Design sdam_burst, sky130hd; sources not shown.
Figure 1. Metal 1.
Bar = 20 um. Supply wires on this layer in gray.
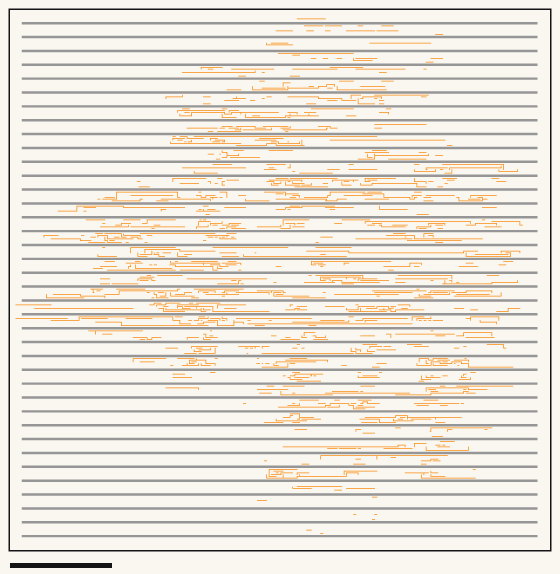
The layer carries 2940 um of wire. The longest straight run is 35.9 um. The wires run mostly horizontal. 361 nets have wire on it. The layer holds 49% of the routed length.
Vias: 2290
total routed wirelength: 6012 um

Figure 2. Met2 routing.
Bar = 20 um.
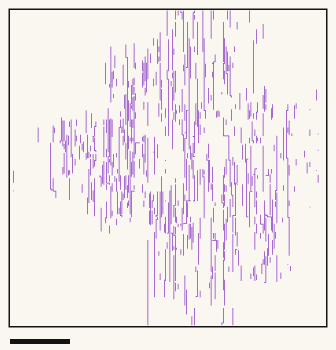
The wires run mostly vertical. The layer holds 47% of the routed length. 318 nets have wire on it.
grt met2 use: 19.12%

Figure 3. Signal wires on met3.
Cells faint in the background.
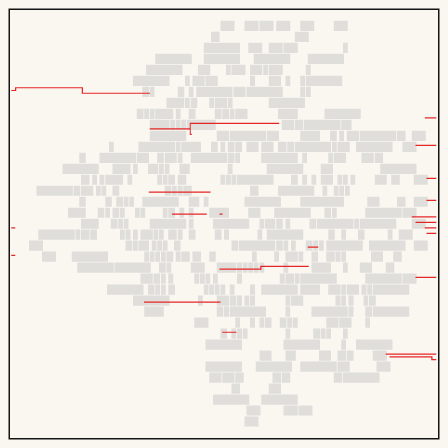
The longest straight run is 21.9 um. The layer holds 3.3% of the routed length. 17 nets have wire on it. The wires run mostly horizontal.
M3 GR Usage: 3.985%

Figure 4. Routing congestion map.
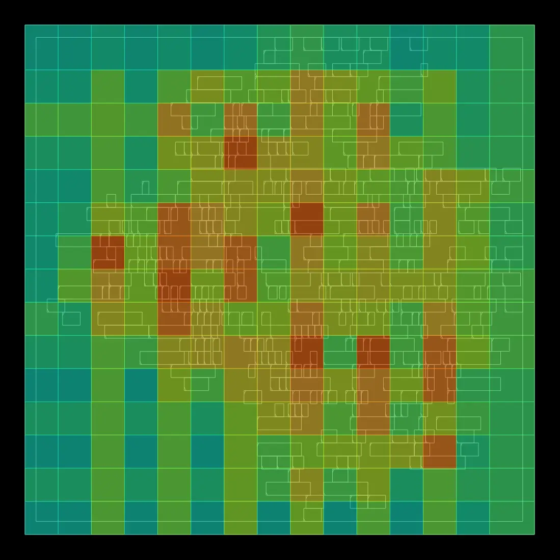
layer with the highest usage: met2
GR Util met1: 14.90%
overall global routing resource usage: 11.76%

==> metrics.csv <==
metric;value;unit
status;completed;
dr.pass1.iters;4;
logic_area;0.001292;mm^2
synth.logic.top_family;simple AND/OR/NAND/NOR gates;
layout.nets;401;
met2_length;2808;um
yosys.cell_types.count;29;
layoutNonFillerInstCount;532;
warnings;28;
startpoint_type;flip-flop;
simple_gate_area_share;20.51;%
met1_length;2935;um
lay_top_count;nand2_1;
taps;136;
die_width;105.9;um
critPathSlowestCell;nand2_2;
port-buffer-count;30;
required;4.64;ns
grt_pass1_vias;2327;
mostFrequentLayoutCells;90 x nand2_1, 62 x dfrtp_1, 45 x inv_1;
num_rows;37;
nClkBuffers;9;
comb.multi_input.count;235;
synth_seq_share;49.76;%
syn_to_final_growth;19.42;%
cap_violations;0;
most_common_cell;nand2_1;
cp_num_cells;14;
crit_fanout;32;
leakagePower;1.735;nW
wl_per_cell;11.30;um
timing.hold.ws;0.4867;ns
antenna_cells;0;
ys.flop_type;dfrtp_1;
synth.largest_area_cell;dfrtp_1;
inv_count;50;
routed.top_layer;met4;
drv_slew;0;
cts_buffer_depth;2;
floorplan.core_util;30.61;%
synth-xor-area-share;5.056;%
via_per_inst;4.305;
clock_skew;0.01109;ns
ant_nets;0;
top_cells_by_area;dfrtp_1 50%, nand2_1 11%, o21ai_2 5.6%;
ios;31;
seqPwrFrac;40.0;%
critPathKind;reg -> reg;
sh_seq_area;41.67;%
fin_crit;2.432;ns
p_comb;0.768;mW
die_h;105.9;um
tns;0;ns
p_total;2.114;mW
power.density;567.8;mW/mm^2
clk_latency;0.34;ns
synth-edff-count;0;
grt_max_degree;42;
irDropWorstVdd;0.1949;mV
p_comb_share;36.3;%
clk_share;5.343;%
finalCritPeriodShare;55.41;%
die_area;0.01122;mm^2
largestPowerGroup;registers;
cts_max_level;3;
largestClassByArea;sequential cells;
drc;0;
top_area_share;49.76;%
postLayoutCoreUtil;36.56;%
comb_share;34.71;%
syn_avg_cell_area;8.734;um^2
synthArstFlopShare;100.0;%
fin_area;0.003724;mm^2
cts_setup_buffers;0;
cell_internal_pwr;1.291;mW
cts_buffers;9;
antenna_found_initial;0;
wl_met3;197;um
rsz0062_at_grt;false;
top_cells_by_count;90 x nand2_1, 62 x dfrtp_1, 46 x inv_1;
